$ cat src/rtl/constants_pkg.sv
// Shared fetch-path constants: the canonical NOP and the default boot vector.
package constants_pkg;
  localparam logic [31:0] NOP_INST          = 32'h0000_0013;
  localparam logic [31:0] DEFAULT_BOOT_ADDR = 32'h0000_0000;
endpackage

$ cat src/rtl/instruction_pkg.sv
// Prefetch queue entry layout: the fetched PC paired with its instruction word.
package instruction_pkg;
  localparam int unsigned FE_ARCH_LEN = 32;
  localparam int unsigned FE_INST_LEN = 32;

  typedef struct packed {
    logic [FE_ARCH_LEN-1:0] pc;
    logic [FE_INST_LEN-1:0] inst;
  } fetch_entry_t;
endpackage

$ cat src/rtl/fetch_queue.sv
// Circular prefetch FIFO with synchronous flush; reset clears only pointers and count.
module fetch_queue
  import instruction_pkg::*;
#(
  parameter type         entry_t = fetch_entry_t,
  parameter int unsigned DEPTH   = 4
) (
  input  logic   clk,
  input  logic   rst,
  input  logic   push,
  input  logic   pop,
  input  logic   flush,
  input  entry_t wr_data,
  output entry_t head,
  output logic   full,
  output logic   empty
);
  localparam int unsigned PW = $clog2(DEPTH);

  entry_t          mem [DEPTH];
  logic [PW-1:0]   rd_ptr;
  logic [PW-1:0]   wr_ptr;
  logic [PW:0]     count;

  always_ff @(posedge clk or negedge rst) begin
    if (!rst) begin
      rd_ptr <= '0;
      wr_ptr <= '0;
      count  <= '0;
    end else if (flush) begin
      rd_ptr <= '0;
      wr_ptr <= '0;
      count  <= '0;
    end else begin
      if (push) wr_ptr <= wr_ptr + 1'b1;
      if (pop)  rd_ptr <= rd_ptr + 1'b1;
      case ({push, pop})
        2'b10:   count <= count + 1'b1;
        2'b01:   count <= count - 1'b1;
        default: count <= count;
      endcase
    end
  end

  always_ff @(posedge clk) begin
    if (push && !flush) mem[wr_ptr] <= wr_data;
  end

  assign head  = mem[rd_ptr];
  assign full  = (count == (PW+1)'(DEPTH));
  assign empty = (count == '0);

  always_ff @(posedge clk) begin
    if (rst) begin
      assert (count <= (PW+1)'(DEPTH));
      if (pop)  assert (!empty);
      if (push) assert (!full || pop);
    end
  end
endmodule

$ cat src/rtl/fetch_unit_buffered.sv
// Fetch stage: running PC into the icache, hits buffered in a prefetch queue for decode.
module fetch_unit_buffered
  import constants_pkg::*;
  import instruction_pkg::*;
#(
  parameter int unsigned          ARCH_LEN  = 32,
  parameter int unsigned          INST_LEN  = 32,
  parameter int unsigned          PHY_LEN   = 20,
  parameter int unsigned          FQ_DEPTH  = 4,
  parameter logic [ARCH_LEN-1:0]  BOOT_ADDR = ARCH_LEN'(DEFAULT_BOOT_ADDR)
) (
  input  logic                clk,
  input  logic                rst,
  output logic [PHY_LEN-1:0]  ic_addr_out,
  output logic                ic_en_out,
  input  logic [INST_LEN-1:0] ic_instr_in,
  input  logic                ic_miss_in,
  input  logic                redirect_in,
  input  logic [ARCH_LEN-1:0] redirect_pc_in,
  input  logic                dec_ready_in,
  output logic                dec_valid_out,
  output logic [INST_LEN-1:0] dec_inst_out,
  output logic [ARCH_LEN-1:0] dec_pc_out,
  output logic [31:0]         miss_cycles_out
);
  typedef struct packed {
    logic [ARCH_LEN-1:0] pc;
    logic [INST_LEN-1:0] inst;
  } entry_t;

  logic [ARCH_LEN-1:0] pc;
  logic                push;
  logic                pop;
  logic                full;
  logic                empty;
  entry_t              wr_entry;
  entry_t              head;

  // Redirect masks both fetch and decode in its own cycle; the flush lands on the next edge.
  assign ic_en_out     = rst & !redirect_in;
  assign ic_addr_out   = pc[PHY_LEN-1:0];
  assign dec_valid_out = !empty & !redirect_in;
  assign pop           = dec_valid_out & dec_ready_in;
  assign push          = ic_en_out & !ic_miss_in & (!full | pop);

  assign wr_entry.pc   = pc;
  assign wr_entry.inst = ic_instr_in;

  assign dec_inst_out  = dec_valid_out ? head.inst : INST_LEN'(NOP_INST);
  assign dec_pc_out    = dec_valid_out ? head.pc   : '0;

  always_ff @(posedge clk or negedge rst) begin
    if (!rst) begin
      pc <= BOOT_ADDR;
    end else if (redirect_in) begin
      pc <= redirect_pc_in & ~ARCH_LEN'(3);
    end else if (push) begin
      pc <= pc + ARCH_LEN'(4);
    end
  end

  always_ff @(posedge clk or negedge rst) begin
    if (!rst) begin
      miss_cycles_out <= '0;
    end else if (ic_en_out && ic_miss_in && miss_cycles_out != '1) begin
      miss_cycles_out <= miss_cycles_out + 32'd1;
    end
  end

  fetch_queue #(
    .entry_t (entry_t),
    .DEPTH   (FQ_DEPTH)
  ) u_queue (
    .clk     (clk),
    .rst     (rst),
    .push    (push),
    .pop     (pop),
    .flush   (redirect_in),
    .wr_data (wr_entry),
    .head    (head),
    .full    (full),
    .empty   (empty)
  );
endmodule

$ cat config.mk
export PLATFORM = sky130hd
export DESIGN_NAME = fetch_unit_buffered
export DESIGN_NICKNAME = d
export VERILOG_FILES = /design/src/rtl/constants_pkg.sv /design/src/rtl/instruction_pkg.sv /design/src/rtl/fetch_queue.sv /design/src/rtl/fetch_unit_buffered.sv
export SDC_FILE = /design/constraint.sdc
export NUM_CORES = 1
export LEC_CHECK = 0
export CORE_AREA = 2 2 167 169
export DETAILED_ROUTE_END_ITERATION = 8
export DIE_AREA = 0 0 169 171
export PLACE_DENSITY = 0.73
export SLEW_MARGIN = 20
export SYNTH_ARGS = -nofsm -noshare
export SYNTH_HDL_FRONTEND = slang
export SYNTH_SLANG_ARGS = --single-unit
export TNS_END_PERCENT = 5
$ cat constraint.sdc
create_clock -name clk -period 7.26 [get_ports clk]
set_input_delay 2.178 -clock clk [delete_from_list [all_inputs] [get_ports clk]]
set_output_delay 2.178 -clock clk [all_outputs]
set_load 0.02 [all_outputs]
run_1/placement_by_type.png
Fill, decap, tap and diode cells in grey.
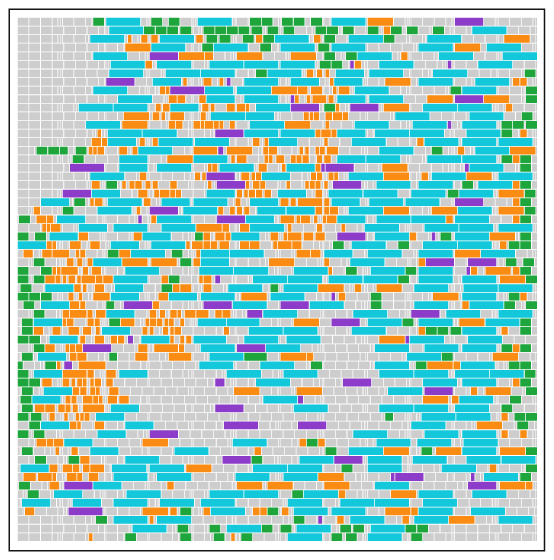
[cyan] sequential cells | cells: 317
[green] remaining buffers and delay cells | cells: 186
[orange] combinational and other logic | cells: 458
[purple] clock drivers and dummy loads | cells: 61

run_1/io_placement.png
Pins as bars across the die edge, other pins in grey.
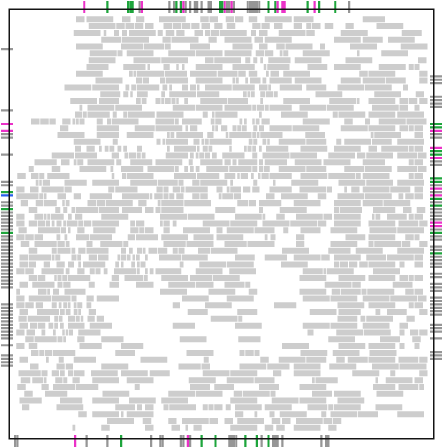
[blue] `dec_valid_out` | pins: 1 | direction: output | edge: left
[green] `dec_pc_out` | pins: 32 | direction: output | edge: 13 top, 10 right, 6 bottom, 3 left
[magenta] `ic_addr_out` | pins: 20 | direction: output | edge: 9 top, 7 right, 2 bottom, 2 left

run_1/clk_routes.png
The bar under the picture is 50 microns long.
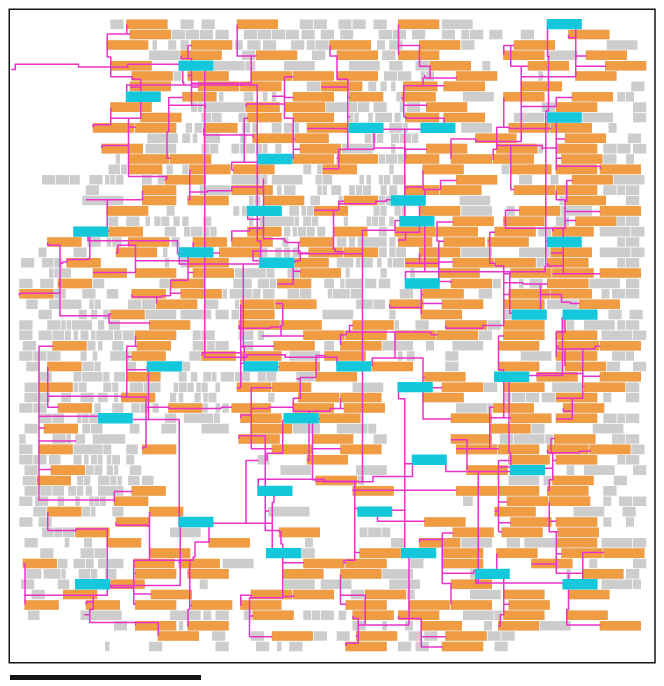
[magenta] clock wires | length: 3710 microns
[orange] flip-flops | count: 317
[cyan] clock drivers | count: 34
routed clock nets: 35
flops lie: all over the die

==> changes_impl.md, run 1 <==
## Flow update

* Status: finished clean
* Area occupied by registers at 9180 sq um
* Crit path launch: redirect_in
* Placed Cells at 1307
* Mi-comb count at 449
* Via density at 5.71
* Multi-input gate area in the final layout at 3930 sq um
* DRT iter0 DRCs at 660
* CP Cell Sequence: buf_2, nor2_4, buf_12, and2_1, clkdlybuf4s50_1
* Synth area leader: edfxtp_1
* Startpoint types: input port
* Core Util at FP at 0.491
* CTS tree: yes
* Largest register FFs at 248
* P_seq at 2.16 mW
* Synthesis-to-finish area growth at 23.1%
* Buf/Inv on CP at 3
* Met1 Use GR at 0.270
* Tool warnings at 31
* Die H at 171 microns
run_1/placement.png
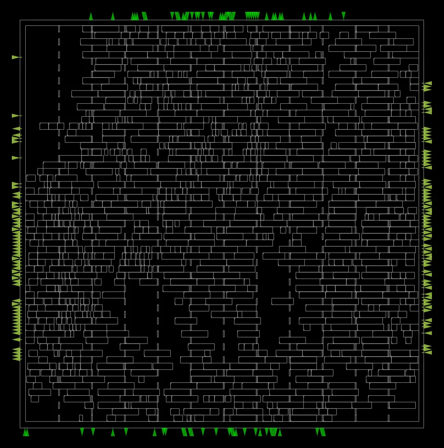

==> run 2, diff against run 1 <==
- PLACE_DENSITY: 0.73 -> 0.76
- clock period: 7.26 -> 5.1 ns (I/O delays scaled with it)
run_2/placement.png
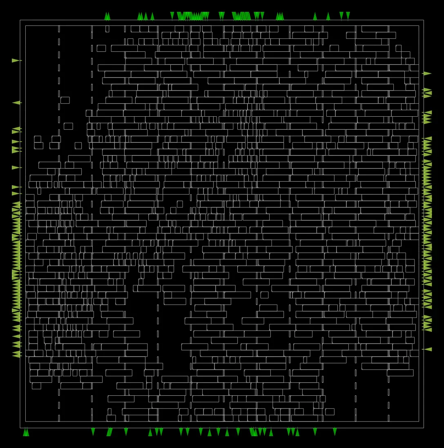
TAP cells: 346
final core occ: 0.608
sequential share of cell area: 0.553

==> changes_impl.md, run 2 <==
## Flow update

* Initial DRT Pass Iterations at 5
* Setup TNS at 0 ns
* Multi-input gate area in the final layout at 3930 sq um
* Top cells excl fill/tap: edfxtp_1, clkdlybuf4s50_1, dfrtp_1
* CTS root buf: clkbuf_16
* # hold bufs at CTS at 0
* Startpoint types: input port
* Synthesis-to-finish area growth at 23.7%
* GR peak layer: met2
* Comb group at 1.52 mW
* Largest register FFs at 248
* CTS tree: yes
* CP arrival at 2.96 ns
* Buf/Inv on CP at 3
* DRT iter0 DRCs at 749
* Internal at 5.03 mW
* Area occupied by registers at 9180 sq um
* Mi-comb count at 449
* Placed Cells at 1315
* Crit path max-delay family: buffers and inverters
* Status: finished clean
* Crit path launch: redirect_in
* Filler cells at 2043
* Comb pwr share at 0.221
* CP Cell Sequence: buf_2, nor2_4, buf_12, and2_1, clkdlybuf4s50_1
* Via density at 5.70
* Core Util at FP at 0.491
* Final non-filler cell total at 1378
* Number of enable flip-flop cells at 248
* Clock-cell share at 0.0627
* Tool warnings at 31
* Share of post-route cells with drive strength above 1 at 0.148
* Reg2reg end: pc[18]
* Die H at 171 microns
* Setup bufs post-CTS at 0
* Port Buffer Count at 180
* Synth area leader: edfxtp_1
* Largest family of logic cells by area: simple AND/OR/NAND/NOR gates
* Remaining global-route overflow at 0
run_2/placement_by_type.png
Fill, decap, tap and diode cells in grey.
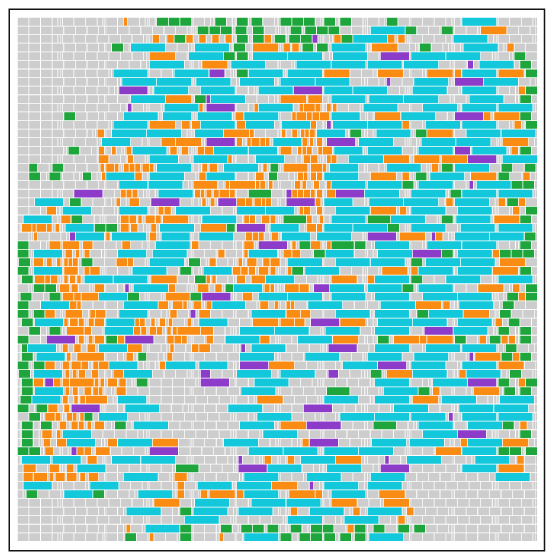

==> run 3, diff against run 2 <==
- CTS_CLUSTER_DIAMETER: unset -> 120
- DONT_BUFFER_PORTS: unset -> 1
run_3/placement_by_type.png
Fill, decap, tap and diode cells in grey.
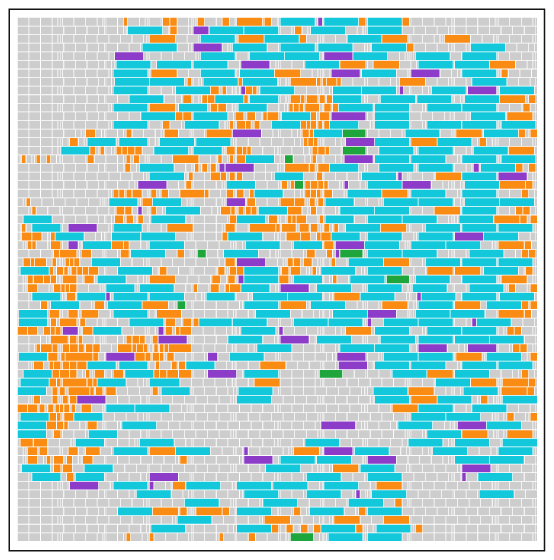
[green] remaining buffers and delay cells | cells: 10
[orange] combinational and other logic | cells: 458
[purple] clock drivers and dummy loads | cells: 63
[cyan] sequential cells | cells: 317

==> changes_impl.md, run 3 <==
## Flow update

* Final core occ at 0.543
* Reg2reg end: pc[16]
* Mi-comb count at 449
* GR peak layer: met2
* Sequential share of cell area at 0.619
* Remaining global-route overflow at 0
* Pwr Density at 442 nW/um^2
* Final non-filler cell total at 1196
* CP Max Fanout at 36
* CTS root buf: clkbuf_16
* Largest family of logic cells by area: simple AND/OR/NAND/NOR gates
* Multi-input gate area in the final layout at 3930 sq um
* CTS tree: yes
* Number of enable flip-flop cells at 248
* Routability cong. at 0.833
* Largest registers: u_queue.mem: 248 flops, miss_cycles_out: 32 flops, pc: 30 flops
* Synthesis-to-finish area growth at 10.5%
* Crit path launch: u_queue.rd_ptr[0]
* Status: finished clean
* Clock Latency Late Sink at 0.51 ns
* Crit path max-delay family: flip-flops
* Placed Cells at 1131
* CP arrival at 2.60 ns
* CP Cell Sequence: buf_12, mux4_2, and2_1
* TAP cells at 346
* Port Buffer Count at 0
* Comb pwr share at 0.156
* Yosys chip area at 13400 sq um
* Met1 Use GR at 0.253
* Post-synth area hogs: edfxtp_1, dfrtp_1, mux4_2
* Die H at 171 microns
* Internal at 4.79 mW
* Initial DRT Pass Iterations at 5
* Synth area leader: edfxtp_1
* P_seq at 3.14 mW
* Share of post-route cells with drive strength above 1 at 0.171
* Filler cells at 2137
* Top cells excl fill/tap: edfxtp_1, dfrtp_1, mux4_2
* Largest register FFs at 248
* DRT iter0 DRCs at 656
* Buf/Inv on CP at 1
* WS Path Type: reg -> out
* Via density at 5.99
* Clock-cell share at 0.0743
* Core Util at FP at 0.491
* Tool warnings at 31
* Met3 Use GR at 0.0671
* Setup bufs post-CTS at 0

==> screenshots <==
Routed metal, one colour a layer.
(a)
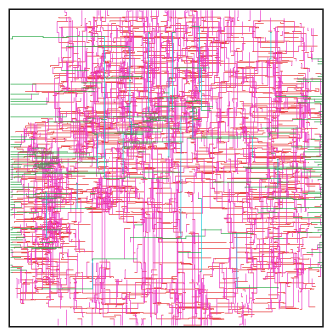
(b)
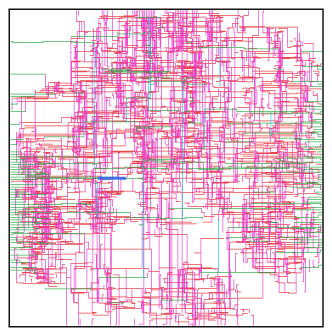
For run 3, see (b).
For run 1, see (a).

No activity file was given, so power comes from the tool's default toggle rates.
